Fig. 1: run 1, clock nets
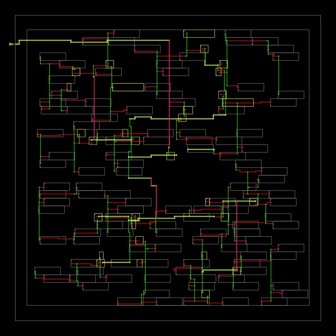
Fig. 2: run 1, register map, names as in the netlist
Other sequential cells in the stronger grey, the rest of the logic in the fainter grey.
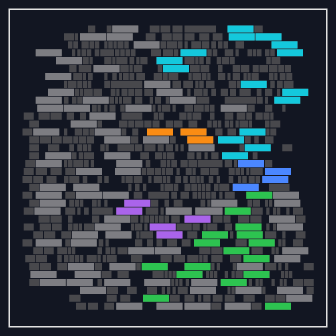
Fig. 3: run 1, floorplan with the power grid
Pins as bars on the die edge.
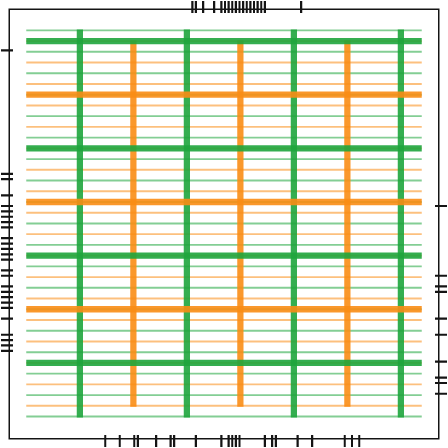
Fig. 4: run 1, gate-type map
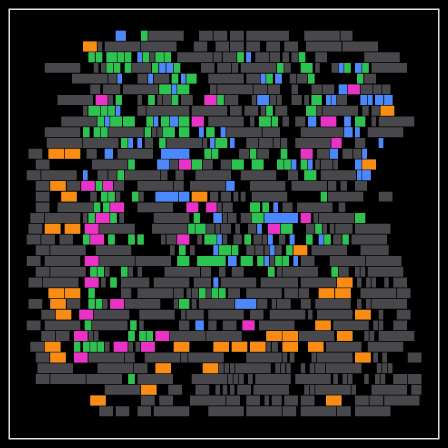
--- config.mk ---
export PLATFORM = sky130hd
export DESIGN_NAME = jet_spi_master
export DESIGN_NICKNAME = d
export VERILOG_FILES = /design/src/rtl/jet_spi_master.sv
export SDC_FILE = /design/constraint.sdc
export NUM_CORES = 1
export LEC_CHECK = 0
export CAP_MARGIN = 20
export CORE_MARGIN = 4
export CORE_UTILIZATION = 57
export CTS_BUF_LIST = sky130_fd_sc_hd__clkbuf_4
export CTS_CLUSTER_SIZE = 12
export DETAILED_ROUTE_END_ITERATION = 8
export MAX_ROUTING_LAYER = met4
export PLACE_DENSITY = 0.82
export SYNTH_ARGS = -nofsm -noshare
export SYNTH_HDL_FRONTEND = slang
export SYNTH_SLANG_ARGS = --single-unit
--- constraint.sdc ---
create_clock -name clk_i -period 3.15 [get_ports clk_i]
set_input_delay 0.63 -clock clk_i [delete_from_list [all_inputs] [get_ports clk_i]]
set_output_delay 0.63 -clock clk_i [all_outputs]
set_load 0.05 [all_outputs]
--- src/rtl/jet_spi_master.sv ---
`timescale 1ns/1ps
// jet_spi_master: SPI mode-0 initiator for the jet register protocol.
// A frame is cs low, header {rw, addr[14:0]}, then len 16-bit data words MSB first, then cs
// high for CS_GAP cycles. Writes stream tx words on MOSI; reads return MISO words on rx_*.
// Build option JET_SPI_CHKSUM_EN: appends a trailer word holding the 16-bit modulo sum of the
// header and data words, and adds the chk_err_o output (read trailer mismatch, valid with done_o).
module jet_spi_master #(
  parameter int unsigned CLK_DIV = 4,
  parameter int unsigned CS_GAP  = 22,
  parameter int unsigned LEN_W   = 15
) (
  input  logic             clk_i,
  input  logic             reset_i,
  input  logic             start_i,
  input  logic             rw_i,
  input  logic [14:0]      addr_i,
  input  logic [LEN_W-1:0] len_i,
  input  logic [15:0]      tx_data_i,
  input  logic             tx_valid_i,
  output logic             tx_ready_o,
  output logic [15:0]      rx_data_o,
  output logic             rx_valid_o,
  output logic             busy_o,
  output logic             done_o,
  output logic             spi_cs,
  output logic             spi_sclk,
  output logic             spi_mosi,
  input  logic             spi_miso
`ifdef JET_SPI_CHKSUM_EN
  ,
  output logic             chk_err_o
`endif
);

  localparam int unsigned CntMax = (CLK_DIV > CS_GAP) ? CLK_DIV : CS_GAP;
  localparam int unsigned CntW   = $clog2(CntMax + 1);
  localparam logic [CntW-1:0] DivLast = CntW'(CLK_DIV - 1);
  localparam logic [CntW-1:0] GapLast = CntW'(CS_GAP - 1);

  typedef enum logic [2:0] {StIdle, StSetup, StShift, StLoad, StGap} state_e;

  state_e           state_q, state_d;
  logic [CntW-1:0]  cnt_q, cnt_d;
  logic [3:0]       bit_q, bit_d;
  logic [LEN_W-1:0] words_left_q, words_left_d;   // data words still to shift after this one
  logic [LEN_W-1:0] fetch_left_q, fetch_left_d;   // tx words still to accept
  logic             rw_q, rw_d;
  logic             hdr_q, hdr_d;                 // current word is the header
  logic [15:0]      tx_sh_q, tx_sh_d;
  logic [15:0]      rx_sh_q, rx_sh_d;
  logic [15:0]      hold_q, hold_d;               // prefetched tx word
  logic             hold_vld_q, hold_vld_d;
  logic             cs_q, cs_d;
  logic             sclk_q, sclk_d;
  logic             mosi_q, mosi_d;
  logic             busy_q, busy_d;
  logic             done_q, done_d;
  logic             tx_ready_q, tx_ready_d;
  logic             rx_valid_q, rx_valid_d;
  logic [15:0]      rx_data_q, rx_data_d;
  logic             miso_s1_q, miso_s2_q;
  logic             tx_acc;
  logic             rx_word;

`ifdef JET_SPI_CHKSUM_EN
  logic [15:0]      sum_q, sum_d;
  logic             trl_q, trl_d;                 // current word is the checksum trailer
  logic             chk_err_q, chk_err_d;
  assign rx_word = !hdr_q && !trl_q;
`else
  assign rx_word = !hdr_q;
`endif

  assign tx_acc = tx_valid_i & tx_ready_q;

  // Next-state logic for the frame sequencer and all registered outputs.
  always_comb begin
    state_d      = state_q;
    cnt_d        = cnt_q;
    bit_d        = bit_q;
    words_left_d = words_left_q;
    fetch_left_d = fetch_left_q;
    rw_d         = rw_q;
    hdr_d        = hdr_q;
    tx_sh_d      = tx_sh_q;
    rx_sh_d      = rx_sh_q;
    hold_d       = hold_q;
    hold_vld_d   = hold_vld_q;
    cs_d         = cs_q;
    sclk_d       = sclk_q;
    mosi_d       = mosi_q;
    busy_d       = busy_q;
    done_d       = 1'b0;
    rx_valid_d   = 1'b0;
    rx_data_d    = rx_data_q;
`ifdef JET_SPI_CHKSUM_EN
    sum_d        = sum_q;
    trl_d        = trl_q;
    chk_err_d    = chk_err_q;
`endif

    if (tx_acc) begin
      hold_d       = tx_data_i;
      hold_vld_d   = 1'b1;
      fetch_left_d = fetch_left_q - LEN_W'(1);
    end

    unique case (state_q)
      StIdle: begin
        if (start_i) begin
          state_d      = StSetup;
          cnt_d        = '0;
          bit_d        = '0;
          cs_d         = 1'b0;
          sclk_d       = 1'b0;
          busy_d       = 1'b1;
          rw_d         = rw_i;
          hdr_d        = 1'b1;
          tx_sh_d      = {rw_i, addr_i};
          mosi_d       = rw_i;
          words_left_d = len_i;
          fetch_left_d = rw_i ? len_i : '0;
          hold_vld_d   = 1'b0;
`ifdef JET_SPI_CHKSUM_EN
          sum_d        = {rw_i, addr_i};
          trl_d        = 1'b0;
`endif
        end
      end

      StSetup: begin
        if (cnt_q == DivLast) begin
          state_d = StShift;
          cnt_d   = '0;
        end else begin
          cnt_d = cnt_q + CntW'(1);
        end
      end

      StShift: begin
        if (cnt_q == DivLast) begin
          cnt_d = '0;
          if (!sclk_q) begin
            sclk_d = 1'b1;
          end else begin
            // End of high phase: MISO seen through the synchroniser still reflects the rise.
            sclk_d  = 1'b0;
            rx_sh_d = {rx_sh_q[14:0], miso_s2_q};
            if (bit_q == 4'd15) begin
              state_d = StLoad;
              bit_d   = '0;
            end else begin
              bit_d   = bit_q + 4'd1;
              tx_sh_d = {tx_sh_q[14:0], 1'b0};
              mosi_d  = tx_sh_q[14];
            end
          end
        end else begin
          cnt_d = cnt_q + CntW'(1);
        end
      end

      StLoad: begin
        hdr_d = 1'b0;
        if (!rw_q && rx_word) begin
          rx_valid_d = 1'b1;
          rx_data_d  = rx_sh_q;
`ifdef JET_SPI_CHKSUM_EN
          sum_d      = sum_q + rx_sh_q;
`endif
        end
        if (words_left_q == '0) begin
`ifdef JET_SPI_CHKSUM_EN
          if (!trl_q) begin
            trl_d   = 1'b1;
            tx_sh_d = rw_q ? sum_q : 16'h0000;
            mosi_d  = rw_q & sum_q[15];
            state_d = StShift;
            cnt_d   = CntW'(1);
          end else begin
            chk_err_d = !rw_q && (rx_sh_q != sum_q);
            state_d   = StGap;
            cnt_d     = '0;
            cs_d      = 1'b1;
            done_d    = 1'b1;
            mosi_d    = 1'b0;
          end
`else
          state_d = StGap;
          cnt_d   = '0;
          cs_d    = 1'b1;
          done_d  = 1'b1;
          mosi_d  = 1'b0;
`endif
        end else if (!rw_q || hold_vld_q) begin
          // LOAD counts as the first low cycle of the next word's first bit.
          words_left_d = words_left_q - LEN_W'(1);
          tx_sh_d      = rw_q ? hold_q : 16'h0000;
          mosi_d       = rw_q & hold_q[15];
          hold_vld_d   = 1'b0;
          state_d      = StShift;
          cnt_d        = CntW'(1);
`ifdef JET_SPI_CHKSUM_EN
          if (rw_q) begin
            sum_d = sum_q + hold_q;
          end
`endif
        end
        // Otherwise underrun: hold sclk low and cs low until a tx word arrives.
      end

      StGap: begin
        if (cnt_q == GapLast) begin
          state_d = StIdle;
          busy_d  = 1'b0;
        end else begin
          cnt_d = cnt_q + CntW'(1);
        end
      end

      default: begin
        state_d = StIdle;
        cs_d    = 1'b1;
        sclk_d  = 1'b0;
        busy_d  = 1'b0;
      end
    endcase

    // Ask for the next tx word as soon as the holding register is free.
    tx_ready_d = rw_d && (fetch_left_d != '0) && !hold_vld_d &&
                 (state_d inside {StSetup, StShift, StLoad});
  end

  // State and output registers; cs idles high so reset raises it immediately.
  always_ff @(posedge clk_i or negedge reset_i) begin
    if (!reset_i) begin
      state_q      <= StIdle;
      cnt_q        <= '0;
      bit_q        <= '0;
      words_left_q <= '0;
      fetch_left_q <= '0;
      rw_q         <= 1'b0;
      hdr_q        <= 1'b0;
      tx_sh_q      <= '0;
      rx_sh_q      <= '0;
      hold_q       <= '0;
      hold_vld_q   <= 1'b0;
      cs_q         <= 1'b1;
      sclk_q       <= 1'b0;
      mosi_q       <= 1'b0;
      busy_q       <= 1'b0;
      done_q       <= 1'b0;
      tx_ready_q   <= 1'b0;
      rx_valid_q   <= 1'b0;
      rx_data_q    <= '0;
      miso_s1_q    <= 1'b0;
      miso_s2_q    <= 1'b0;
`ifdef JET_SPI_CHKSUM_EN
      sum_q        <= '0;
      trl_q        <= 1'b0;
      chk_err_q    <= 1'b0;
`endif
    end else begin
      state_q      <= state_d;
      cnt_q        <= cnt_d;
      bit_q        <= bit_d;
      words_left_q <= words_left_d;
      fetch_left_q <= fetch_left_d;
      rw_q         <= rw_d;
      hdr_q        <= hdr_d;
      tx_sh_q      <= tx_sh_d;
      rx_sh_q      <= rx_sh_d;
      hold_q       <= hold_d;
      hold_vld_q   <= hold_vld_d;
      cs_q         <= cs_d;
      sclk_q       <= sclk_d;
      mosi_q       <= mosi_d;
      busy_q       <= busy_d;
      done_q       <= done_d;
      tx_ready_q   <= tx_ready_d;
      rx_valid_q   <= rx_valid_d;
      rx_data_q    <= rx_data_d;
      miso_s1_q    <= spi_miso;
      miso_s2_q    <= miso_s1_q;
`ifdef JET_SPI_CHKSUM_EN
      sum_q        <= sum_d;
      trl_q        <= trl_d;
      chk_err_q    <= chk_err_d;
`endif
    end
  end

  assign tx_ready_o = tx_ready_q;
  assign rx_data_o  = rx_data_q;
  assign rx_valid_o = rx_valid_q;
  assign busy_o     = busy_q;
  assign done_o     = done_q;
  assign spi_cs     = cs_q;
  assign spi_sclk   = sclk_q;
  assign spi_mosi   = mosi_q;
`ifdef JET_SPI_CHKSUM_EN
  assign chk_err_o  = chk_err_q;
`endif

endmodule
==> reports/results.tsv, run 1 <==
metric	value	unit
status	finished, final reports clean	
hold_buf cts	0	
core area	9820	um2
Non-Clock Buffer Area Fraction	12.6	%
final period utilization	87.8	%
Top cells excl fill/tap	116 x dfrtp_1, 91 x nand2_1, 73 x clkdlybuf4s50_1	
global-route usage over all layers	25.0	%
total cells reported by yosys after synthesis	586	
post-layout util	70.6	%
RSZ-0062 raised after global routing	no	
drt wl/cell	16.6	um
Cell Area, Placed	6670	um2
synthesized instance count	586	
syn nets	643	
initial DRC count	446	
skew final	0.0165	ns
Crit path largest cell delay	0.52	ns
largest net degree at the start of global routing	70	
Synth async-reset ratio	100	%
worst path required time	3.60	ns
routing usage on met2	37.8	%
mi-comb count	421	
total gr overflow	0	
Mapped Area	5760	um2
pre-CTS setup slack	0.412	ns
DRT Pass-1 Iters	5	
Non-clk invs	13	
yosys stat area	5760	um2
clkbuf count	17	
total power	3.38	mW
I/O Buffers	74	
Hold WS	0.102	ns
DRC	0	
LEAKAGE	3.06	nW
routed wire length	13300	um
initial antenna violation count	0	
MI comb area	2650	um2
CP endpoint kind	flip-flop	
Top Ports	75	
grt peak-use layer	met2	
clk slew on worst S/H paths	0.10	ns
comb area leader	simple AND/OR/NAND/NOR gates	
Notes on Fig. 1 above:
later-pin clock latency in the skew report: 0.53 ns
Clock Power: 1.07 mW
Inserted Clock Buffers: 17
# clock sinks: 117

Notes on Fig. 2 above:
legend:
  orange:
    signal: state_q
    flops: 3
  cyan:
    signal: fetch_left_q
    flops: 15
    where: top right
  purple:
    signal: cnt_q
    flops: 5
  blue:
    signal: bit_q
    flops: 4
    where: right middle
  green:
    signal: rx_sh_q
    flops: 16
sequential group power: 1.81 mW
fraction of area in registers: 42.2%
FF+latch area: 2930 um2

Notes on Fig. 3 above:
legend:
  green:
    net: VSS
  orange:
    net: VDD
met5 straps: 7
met4 straps: 7
met1 rails: 37
rows: 36
signal pins: 75
chip width: 109 um
chip height: 109 um

Notes on Fig. 4 above:
legend:
  magenta:
    family: AND-OR and OR-AND gates
    cells: 29
    most_used: a221o_1
  green:
    family: inverting AOI/OAI gates
    cells: 129
    most_used: o21ai_0
  blue:
    family: NOR gates
    cells: 66
    most_used: nor2_1
  orange:
    family: multiplexers
    cells: 37
    most_used: mux2_2
fin cells: 803
logic share of the area: 38.1%
dominant logic cell type in the layout: dfrtp_1

[run 1: where the power goes]
part           internal [mW]  switching, mW  leakage [nW]
Sequential              1.68          0.137          1.50
Combinational          0.264          0.240          1.42
Clock                  0.525          0.541         0.147
[run 1: worst max path at each step]
| stage | start | endpoint | slack, ns | cells after the start |
|---|---|---|---|---|
| 2_1_floorplan | words_left_q[0] | cnt_q[3] | 0.61 | 9 |
| 3_3_place_gp | start_i | tx_ready_o | 0.42 | 7 |
| 3_5_place_dp | words_left_q[0] | words_left_q[3] | 0.41 | 8 |
| 4_1_cts | words_left_q[0] | tx_sh_q[12] | 0.39 | 9 |
| 5_1_grt | words_left_q[0] | words_left_q[4] | 0.12 | 8 |
| 6_report | words_left_q[0] | words_left_q[2] | 0.38 | 8 |
[run 1: flip-flops by register name, summed over array words and instances (netlist names)]
signal        flops
tx_sh_q          15
busy_o            1
rx_valid_o        1
spi_mosi          1
miso_s1_q         1
hdr_q             1
fetch_left_q     15
hold_vld_q        1
tx_ready_o        1
spi_sclk          1
rx_sh_q          16
spi_cs            1
state_q           3
rw_q              1
rx_data_o        16
cnt_q             5
hold_q           16
done_o            1
miso_s2_q         1
words_left_q     15
bit_q             4
[run 1: cells by family (layout without fill, tap and decap cells)]
kind of cell	Yosys count	in the layout
compound gates	158	158
mux	37	37
flops	117	117
simple gates	210	210
xor+xnor	11	11
fa+ha+maj	5	5
buf+inv	48	132
[run 1: layer usage]
layer | routed length, um | vias to the layer above | part of all wire [%]
li1 | - | 2260 | -
met1 | 5950 | 2337 | 45
met2 | 6420 | 161 | 48
met3 | 734 | 23 | 5.5
met4 | 219 | 0 | 1.6
met5 | 0 | - | 0
==> run 2: changes to the inputs <==
--- a/config.mk
+++ b/config.mk
@@ -7,12 +7,13 @@
 export LEC_CHECK = 0
 export CAP_MARGIN = 20
 export CORE_MARGIN = 4
-export CORE_UTILIZATION = 57
+export CORE_UTILIZATION = 40
 export CTS_BUF_LIST = sky130_fd_sc_hd__clkbuf_4
 export CTS_CLUSTER_SIZE = 12
 export DETAILED_ROUTE_END_ITERATION = 8
 export MAX_ROUTING_LAYER = met4
-export PLACE_DENSITY = 0.82
+export PLACE_DENSITY = 0.61
+export RECOVER_POWER = 50
 export SYNTH_ARGS = -nofsm -noshare
 export SYNTH_HDL_FRONTEND = slang
 export SYNTH_SLANG_ARGS = --single-unit
Fig. 5: run 2, floorplan with the power grid
Pins as bars on the die edge.
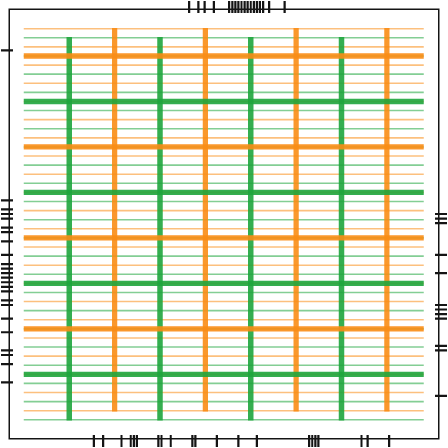
legend:
  green:
    net: VSS
  orange:
    net: VDD
signal pins: 75
met1 rails: 44
met5 straps: 8
rows: 43
met4 straps: 8
core area: 14,000 um2
chip height: 128 um
chip width: 128 um
worst vdd ir: 0.216 mV

==> run 2 against run 1 <==
Final cell count grew 6.5%; sequential power is essentially flat; highest routed layer unchanged; clock skew fell by 0.0092 ns; clock-buffer cell count increased by 4; sequential cell count unchanged; worst setup slack better by 0.019 ns; non-clock buffer count is 2 higher; clock power is about 10% higher; design area grew 1.1%; maximum frequency is 0.69% higher; synthesized area is the same.
==> reports/results.tsv, run 2 <==
metric	value	unit	change
status	finished, final reports clean		unchanged
# clock sinks	117		unchanged
Sw Share	26.3	%	was 27.1%
Inserted Clock Buffers	17		unchanged
area grow syn2layout	21.7	%	was 20.4%
initial antenna violation count	1		was 0
sequential share of power	51.4	%	was 53.6%
syn nets	643		unchanged
drt wl/cell	15.7	um	was 16.6 um
fraction of layout cells with a size suffix above 1	13.2	%	was 13.3%
initial DRC count	434		was 446
dominant logic cell type in the layout	dfrtp_1		unchanged
global-route usage over all layers	17.7	%	was 25.0%
RSZ-0062 raised after global routing	no		unchanged
Mux area share	7.15	%	unchanged
DRC	0		unchanged
Seq share, synth	50.9	%	unchanged
switching pwr	926	uW	was 918 uW
Clk pwr share	34.4	%	was 31.5%
Synth async-reset ratio	100	%	unchanged
LEAKAGE	3.06	nW	about the same
f_max	0.364	GHz	was 0.361 GHz
sequential group power	1.81	mW	about the same
Top Consumer	sequential cells		unchanged
Worst EP arrival	3.19	ns	was 3.22 ns
routed wire length	13400	um	was 13,300 um
count leader, synth	dfrtp_1		unchanged
later-pin clock latency in the skew report	0.52	ns	was 0.53 ns
pre-CTS setup slack	0.409	ns	was 0.412 ns
Top cells excl fill/tap	116 x dfrtp_1, 91 x nand2_1, 71 x clkdlybuf4s50_1		was 116 x dfrtp_1, 91 x nand2_1, 73 x clkdlybuf4s50_1
hold_buf cts	0		unchanged
Fin Setup TNS	0	ns	unchanged
total gr overflow	0		unchanged
combinational share of power	14.2	%	was 14.9%
comb area leader	simple AND/OR/NAND/NOR gates		unchanged
Pwr Density	502	nW/um2	was 488 nW/um2
CP endpoint kind	flip-flop		unchanged
total power	3.52	mW	was 3.38 mW
total cells reported by yosys after synthesis	586		unchanged
first-pass GRT wire length	22500	um	was 22,300 um
Placer Congestion	0.858		was 0.859
Hold WS	0.374	ns	was 0.102 ns
P_int	2.59	mW	was 2.47 mW
Clock Power	1.21	mW	was 1.07 mW
H-tree Lvls	4		unchanged
DRT Pass-1 Iters	6		was 5
Mapped Area	5760	um2	unchanged
synthesized instance count	586		unchanged
Top Ports	75		unchanged
I/O Buffers	74		unchanged
skew final	0.00728	ns	was 0.0165 ns
worst path required time	3.59	ns	was 3.60 ns
yosys stat area	5760	um2	unchanged
final period utilization	87.2	%	was 87.8%
combinational power	500	uW	was 505 uW
largest net degree at the start of global routing	58		was 70
clk slew on worst S/H paths	0.10	ns	about the same
vias in the first global route	4462		was 4,642
Fig. 6: run 2, layout detail
Region (7, 71) to (57, 121) um. Cells in grey, sequential cells in the stronger grey; small squares are vias.
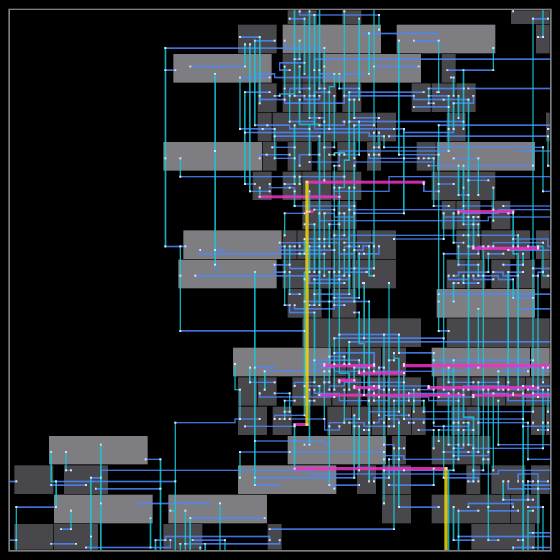
legend:
  cyan:
    layer: met2
  blue:
    layer: met1
  yellow:
    layer: met4
  magenta:
    layer: met3
sequential cells in the window: 16
most frequent: dfrtp_1 (16), o21ai_0 (15)
netlist names of flops here include: words_left_q (13), hold_q (2)
cells with their middle in the window: 115

run 2: cell counts after synthesis:
Identical to the previous run, type by type.
run 2: layout make-up:
class	count	area [um2]	share of cell area [%]
multi-input combinational	421	2630	37.5
sequential	117	2930	41.8
antenna	1	2.50	0.0357
timing repair buffer	91	857	12.2
clock buffer	21	158	2.25
inverter	13	48.8	0.696
clock inverter	11	158	2.25
tap	180	225	3.21
run 2: critical path, stage by stage, from the launching register on:
cell and delay (ns):
dfrtp_1 0.39, inv_1 0.10, ha_1 0.20, or4b_4 0.50, or4_4 0.52, o211ai_1 0.25, a211o_1 0.45, a21oi_1 0.08
o22ai_1 0.18
run 2: path summary, 6_finish.rpt:
check | startpoint | to | depth (start not counted)
min | miso_s1_q | miso_s2_q | 0
max in group asynchronous | reset_i | words_left_q[4] | 2
max | words_left_q[0] | words_left_q[3] | 8
min in group asynchronous | reset_i | rx_valid_o | 1
max reg2reg | words_left_q[0] | words_left_q[3] | 8
min reg2reg | miso_s1_q | miso_s2_q | 0
run 2: cell families after synthesis:
group | after synthesis
flops | 117
simple gates | 210
buf+inv | 48
mux | 37
compound gates | 158
fa+ha+maj | 5
xor+xnor | 11
run 2: stage by stage:
stage	utilization, %	area [um2]	instances
2_1_floorplan	-	5760	586
3_3_place_gp	48.1	6730	822
3_5_place_dp	48.1	6730	822
4_1_cts	50.3	7040	854
5_1_grt	50.1	7010	855
6_report	50.1	7010	855
run 2: metal layers:
layer	part of all wire [%]	GRT usage [%]	up-vias	routed length (um)
met2	48	26.4	128	6400
met4	0.99	5.24	0	133
met1	47	24.3	2241	6260
met5	0	-	-	0
met3	4.6	3.92	12	618
li1	-	-	2270	-
Power is estimated from default activity; no workload was simulated.
